==> config.mk <==
export PLATFORM = sky130hd
export DESIGN_NAME = pcie_rx
export DESIGN_NICKNAME = d
export VERILOG_FILES = /design/src/rtl/pcie_rx.sv
export SDC_FILE = /design/constraint.sdc
export NUM_CORES = 1
export LEC_CHECK = 0
export CAP_MARGIN = 40
export CORE_UTILIZATION = 35
export DETAILED_ROUTE_END_ITERATION = 6
export GPL_TIMING_DRIVEN = 0
export REMOVE_ABC_BUFFERS = 1
export SETUP_SLACK_MARGIN = 0.2
export SLEW_MARGIN = 20
export SYNTH_ARGS = -nofsm -noshare
export SYNTH_HDL_FRONTEND = slang
export SYNTH_SLANG_ARGS = --single-unit
==> constraint.sdc <==
create_clock -name clock -period 12.42 [get_ports clock]
set_input_delay 3.105 -clock clock [delete_from_list [all_inputs] [get_ports clock]]
set_output_delay 3.105 -clock clock [all_outputs]
set_load 0.1 [all_outputs]
==> src/rtl/pcie_rx.sv <==
// Receive-side TLP parser: decodes MRd3/MWr3 register accesses and realigns CplD payload into qwords.
// Optional macro PCIE_RX_DROP_COUNT_EN adds a saturating drop_count output.
module pcie_rx #(
  parameter int ADDR_BITS = 10
) (
  input  logic                 clock,
  input  logic                 reset,
  input  logic [63:0]          axis_rx_tdata,
  input  logic                 axis_rx_tvalid,
  input  logic                 axis_rx_tlast,
  output logic                 axis_rx_tready,
  output logic                 reg_wvalid,
  output logic [ADDR_BITS-1:0] reg_waddr,
  output logic [63:0]          reg_wdata,
  output logic                 reg_rvalid,
  output logic [ADDR_BITS-1:0] reg_raddr,
  output logic [23:0]          read_completion_rid_tag,
  output logic [3:0]           read_completion_lower_addr,
  output logic                 cpl_valid,
  output logic [63:0]          cpl_data,
  output logic [7:0]           cpl_tag,
  output logic [5:0]           cpl_index,
  output logic                 cpl_last
`ifdef PCIE_RX_DROP_COUNT_EN
  ,
  output logic [15:0]          drop_count
`endif
);

  typedef enum logic [2:0] {S_IDLE, S_HDR1, S_WDATA, S_CDATA, S_DROP} state_t;
  typedef enum logic [1:0] {K_NONE, K_MRD, K_MWR, K_CPL} kind_t;

  localparam logic [7:0] FMT_MRD3 = 8'h00;
  localparam logic [7:0] FMT_MWR3 = 8'h40;
  localparam logic [7:0] FMT_CPLD = 8'h4A;

  function automatic logic [31:0] swap32(input logic [31:0] d);
    return {d[7:0], d[15:8], d[23:16], d[31:24]};
  endfunction

  function automatic logic [15:0] sat_inc16(input logic [15:0] v);
    return (v == 16'hFFFF) ? v : v + 16'd1;
  endfunction

  state_t                 state_q, state_d;
  kind_t                  rx_kind;
  kind_t                  kind_p1;
  logic [31:0]            hdr_dw1_p1;
  logic [9:0]             len_p1;
  logic [31:0]            held_dw_p1;
  logic [ADDR_BITS-1:0]   waddr_p1;
  logic [10:0]            rem_p1;
  logic [5:0]             idx_p1;
  logic [7:0]             tag_p1;
  logic [11:0]            bc_offset;

  // Bus never stalls; ready only drops while reset is held.
  assign axis_rx_tready = ~reset;
  assign bc_offset      = 12'd512 - hdr_dw1_p1[11:0];

  always_comb begin
    rx_kind = K_NONE;
    case (axis_rx_tdata[31:24])
      FMT_MRD3: if (axis_rx_tdata[9:0] == 10'd2) rx_kind = K_MRD;
      FMT_MWR3: if (axis_rx_tdata[9:0] == 10'd2) rx_kind = K_MWR;
      FMT_CPLD: rx_kind = K_CPL;
      default:  rx_kind = K_NONE;
    endcase
    if (axis_rx_tdata[14]) rx_kind = K_NONE;
  end

  always_ff @(posedge clock or posedge reset) begin
    if (reset) state_q <= S_IDLE;
    else       state_q <= state_d;
  end

  always_comb begin
    state_d = state_q;
    if (axis_rx_tvalid) begin
      case (state_q)
        S_IDLE: begin
          if (axis_rx_tlast)          state_d = S_IDLE;
          else if (rx_kind != K_NONE) state_d = S_HDR1;
          else                        state_d = S_DROP;
        end
        S_HDR1: begin
          if (kind_p1 == K_MRD || axis_rx_tlast) state_d = S_IDLE;
          else if (kind_p1 == K_MWR)             state_d = S_WDATA;
          else                                   state_d = S_CDATA;
        end
        S_WDATA: state_d = S_IDLE;
        S_CDATA: if (axis_rx_tlast) state_d = S_IDLE;
        S_DROP:  if (axis_rx_tlast) state_d = S_IDLE;
        default: state_d = S_IDLE;
      endcase
    end
  end

  // Stage p1: header capture and per-beat output registers (strobes one cycle after the beat)
  always_ff @(posedge clock or posedge reset) begin
    if (reset) begin
      kind_p1                    <= K_NONE;
      hdr_dw1_p1                 <= '0;
      len_p1                     <= '0;
      held_dw_p1                 <= '0;
      waddr_p1                   <= '0;
      rem_p1                     <= '0;
      idx_p1                     <= '0;
      tag_p1                     <= '0;
      reg_wvalid                 <= 1'b0;
      reg_waddr                  <= '0;
      reg_wdata                  <= '0;
      reg_rvalid                 <= 1'b0;
      reg_raddr                  <= '0;
      read_completion_rid_tag    <= '0;
      read_completion_lower_addr <= '0;
      cpl_valid                  <= 1'b0;
      cpl_data                   <= '0;
      cpl_tag                    <= '0;
      cpl_index                  <= '0;
      cpl_last                   <= 1'b0;
    end else begin
      reg_wvalid <= 1'b0;
      reg_rvalid <= 1'b0;
      cpl_valid  <= 1'b0;
      cpl_last   <= 1'b0;
      if (axis_rx_tvalid) begin
        case (state_q)
          S_IDLE: begin
            kind_p1    <= rx_kind;
            hdr_dw1_p1 <= axis_rx_tdata[63:32];
            len_p1     <= axis_rx_tdata[9:0];
          end
          S_HDR1: begin
            held_dw_p1 <= axis_rx_tdata[63:32];
            case (kind_p1)
              K_MRD: begin
                reg_rvalid                 <= 1'b1;
                reg_raddr                  <= axis_rx_tdata[ADDR_BITS+2:3];
                read_completion_rid_tag    <= hdr_dw1_p1[31:8];
                read_completion_lower_addr <= axis_rx_tdata[6:3];
              end
              K_MWR: waddr_p1 <= axis_rx_tdata[ADDR_BITS+2:3];
              K_CPL: begin
                // A zero length field encodes 1024 dwords.
                rem_p1 <= {(len_p1 == 10'd0), len_p1};
                idx_p1 <= bc_offset[8:3];
                tag_p1 <= axis_rx_tdata[15:8];
              end
              default: ;
            endcase
          end
          S_WDATA: begin
            reg_wvalid <= 1'b1;
            reg_waddr  <= waddr_p1;
            reg_wdata  <= {swap32(axis_rx_tdata[31:0]), swap32(held_dw_p1)};
          end
          S_CDATA: begin
            held_dw_p1 <= axis_rx_tdata[63:32];
            // Fewer than two dwords left means only padding or an odd tail dword.
            if (rem_p1 >= 11'd2) begin
              cpl_valid <= 1'b1;
              cpl_data  <= {swap32(axis_rx_tdata[31:0]), swap32(held_dw_p1)};
              cpl_tag   <= tag_p1;
              cpl_index <= idx_p1;
              cpl_last  <= (rem_p1 == 11'd2);
              rem_p1    <= rem_p1 - 11'd2;
              idx_p1    <= idx_p1 + 6'd1;
            end
          end
          default: ;
        endcase
      end
    end
  end

`ifdef PCIE_RX_DROP_COUNT_EN
  always_ff @(posedge clock or posedge reset) begin
    if (reset) drop_count <= '0;
    else if (axis_rx_tvalid && state_q == S_IDLE && state_d == S_DROP)
      drop_count <= sat_inc16(drop_count);
  end
`endif

endmodule

Routing congestion:
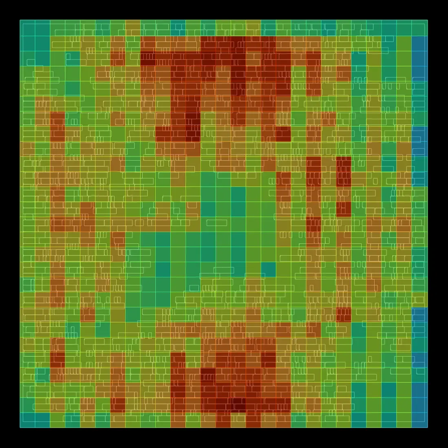
share of the core filled with cells in the final layout: 0.6055
global-route met3 utilization: 0.03442
mean routed wirelength per cell: 18.25 um
met1 demand-to-capacity share in global routing: 0.2621

Cells coloured by class:
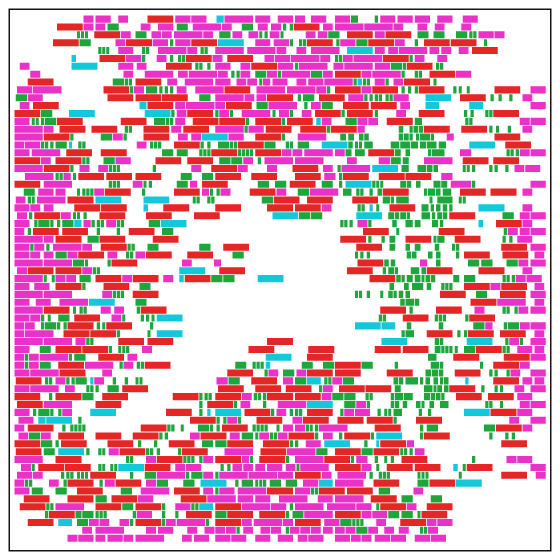
| colour | class | cells |
|---|---|---|
| green | remaining logic cells | 749 |
| cyan | clock drivers and dummy loads | 62 |
| magenta | remaining buffers and delay cells | 484 |
| red | registers | 304 |

==> run summary <==
Status: finished, final reports clean
R2R depth: 10
Power Combinational: 0.000583 W
Final worst path period need: 7.833 ns
Post-layout power: 0.002663 W
Final nets: 1,644
Overflow left after global routing: 0
Chip width: 186.8 um
Internal reg-to-reg setup slack: 9.08 ns
Final critical-path setup slack: 4.587 ns
Synth Area per Inst: 10.75 um^2
Vias per cell: 4.761
Longest Clk Path Bufs: 3
Final standard cell area without fillers: 0.02030 mm^2
Clk. pwr: 0.000989 W
Most common logic cell in the routed design: sky130_fd_sc_hd__nand2_1
Number of distinct library cells after synthesis: 49
Tightest hold margin: 0.4655 ns
Clock Tree Root: sky130_fd_sc_hd__clkbuf_16
Largest non-sequential cell family by area: simple AND/OR/NAND/NOR gates
Top layer in use: met4
Biggest area consumer among synthesized cells: sky130_fd_sc_hd__dfrtp_1
Initial antenna violation count: 0
Num tapcells: 448
Source of the critical timing path: reset
CTS sink cnt: 304
Worst-Margin Slew: 0.8349 ns
Global placer's final weighted congestion: 0.8077
Busiest layer in global routing: met2
Total of flip-flops plus latches after synthesis: 304
Cell-by-cell listing of the critical path: clkdlybuf4s50_1, inv_8, clkdlybuf4s50_1, buf_8
Synth Seq Share: 0.6368
Clock power share: 0.371
Core Rows: 67
CTS H-Tree Depth: 2
Normalized max-slew margin: 0.4419
Hold path depth: 2
Power dissipated by switching net loads: 0.0007936 W
Pre-CTS setup slack: 4.547 ns
Yosys stat area: 0.01195 mm^2
Post-Route Setup TNS: 0 ns
Sum of met2 wire segment lengths after detailed routing: 19,320 um
Hold bufs inserted after CTS: 0
First-pass GRT wire length: 59,640 um
Hold Path Class: reg2reg
Total area of sequential cells: 0.007607 mm^2
Detailed-router iteration count before antenna repair: 5
Count of tool warnings: 27
Routed via count: 9,745
Post-route DRC violation count: 0
CTS tree: yes
Sequential cell count: 304
Final hold viol count: 0
Data required time of the critical path: 9.31 ns
Aoi/oai-family share of the synthesized area: 0.03090
Most frequent cells in the layout: 483 x sky130_fd_sc_hd__nand2_1, 304 x sky130_fd_sc_hd__dfrtp_1, 262 x sky130_fd_sc_hd__clkdlybuf4s50_1
Max-slew violation count: 0
Largest contributor to cell area by class: registers
Cells after DPL: 1,985
Clock buffer count: 50
Total inserted antenna cells: 0
Buffers plus inverters on the worst setup path: 4
Final Cycle Share: 0.6307
Ratio of cells with drive above 1 in the final layout: 0.2583
Arrival time at the worst endpoint: 4.73 ns
Final Routed Wirelength: 37,350 um
Setup repair after global routing missed its margin: false
Count of routing violations after the opening detailed-route iteration: 640
Power Sequential: 0.00109 W
Group drawing the most power: sequential cells
Critical path's most frequent cell: sky130_fd_sc_hd__clkdlybuf4s50_1
Area of the placeable core: 0.03353 mm^2
CTS clock-pin slew for the worst setup and hold paths: 0.06 ns
Sequential fraction of total cell area: 0.3747
Clock network latency to the later pin of the worst-skew pair: 0.50 ns
Min-Delay Endpoint: read_completion_rid_tag[17]$_DFFE_PP0P_
Largest registers: cpl_data: 64 flops, reg_wdata: 64 flops
Critical-path cell with the highest stage delay: sky130_fd_sc_hd__clkdlybuf4s50_1
Post-synth tally of flip-flops with integrated enable: 0
Cell area after synthesis: 0.01195 mm^2
Max-cap viol count: 0
Endpoint class of the critical path: primary output
Mux cell area share: 0.1169
Part of the power in combinational logic: 0.219
Crit path capture: axis_rx_tready
Worst Path Class, Setup: in2out
Most instantiated flip-flop cell in the synthesis netlist: sky130_fd_sc_hd__dfrtp_1
Sequential cell fraction of total power: 0.410
Internal Dissipation: 0.001869 W
Count of cells resized by post-cts repair: 0
Routed metal, one colour a layer:
The bar under the picture is 50 um long.
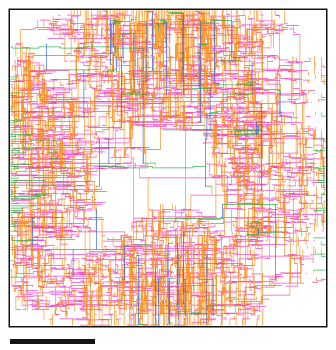
| colour | layer | wire length |
|---|---|---|
| magenta | M1 | 15,200 um |
| blue | M4 | 1,340 um |
| orange | M2 | 19,300 um |
| green | M3 | 1,450 um |

Register map, names as in the netlist:
The bar under the picture is 50 um long.
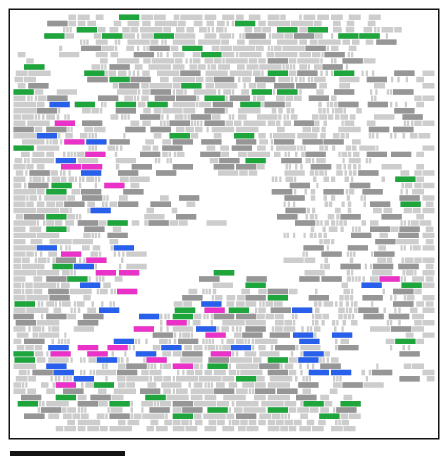
| colour | signal | sequential cells |
|---|---|---|
| blue | hdr_dw1_p1 | 32 |
| magenta | read_completion_rid_tag | 24 |
| green | reg_wdata | 64 |
not coloured: 184

Power is estimated from default activity; no workload was simulated.
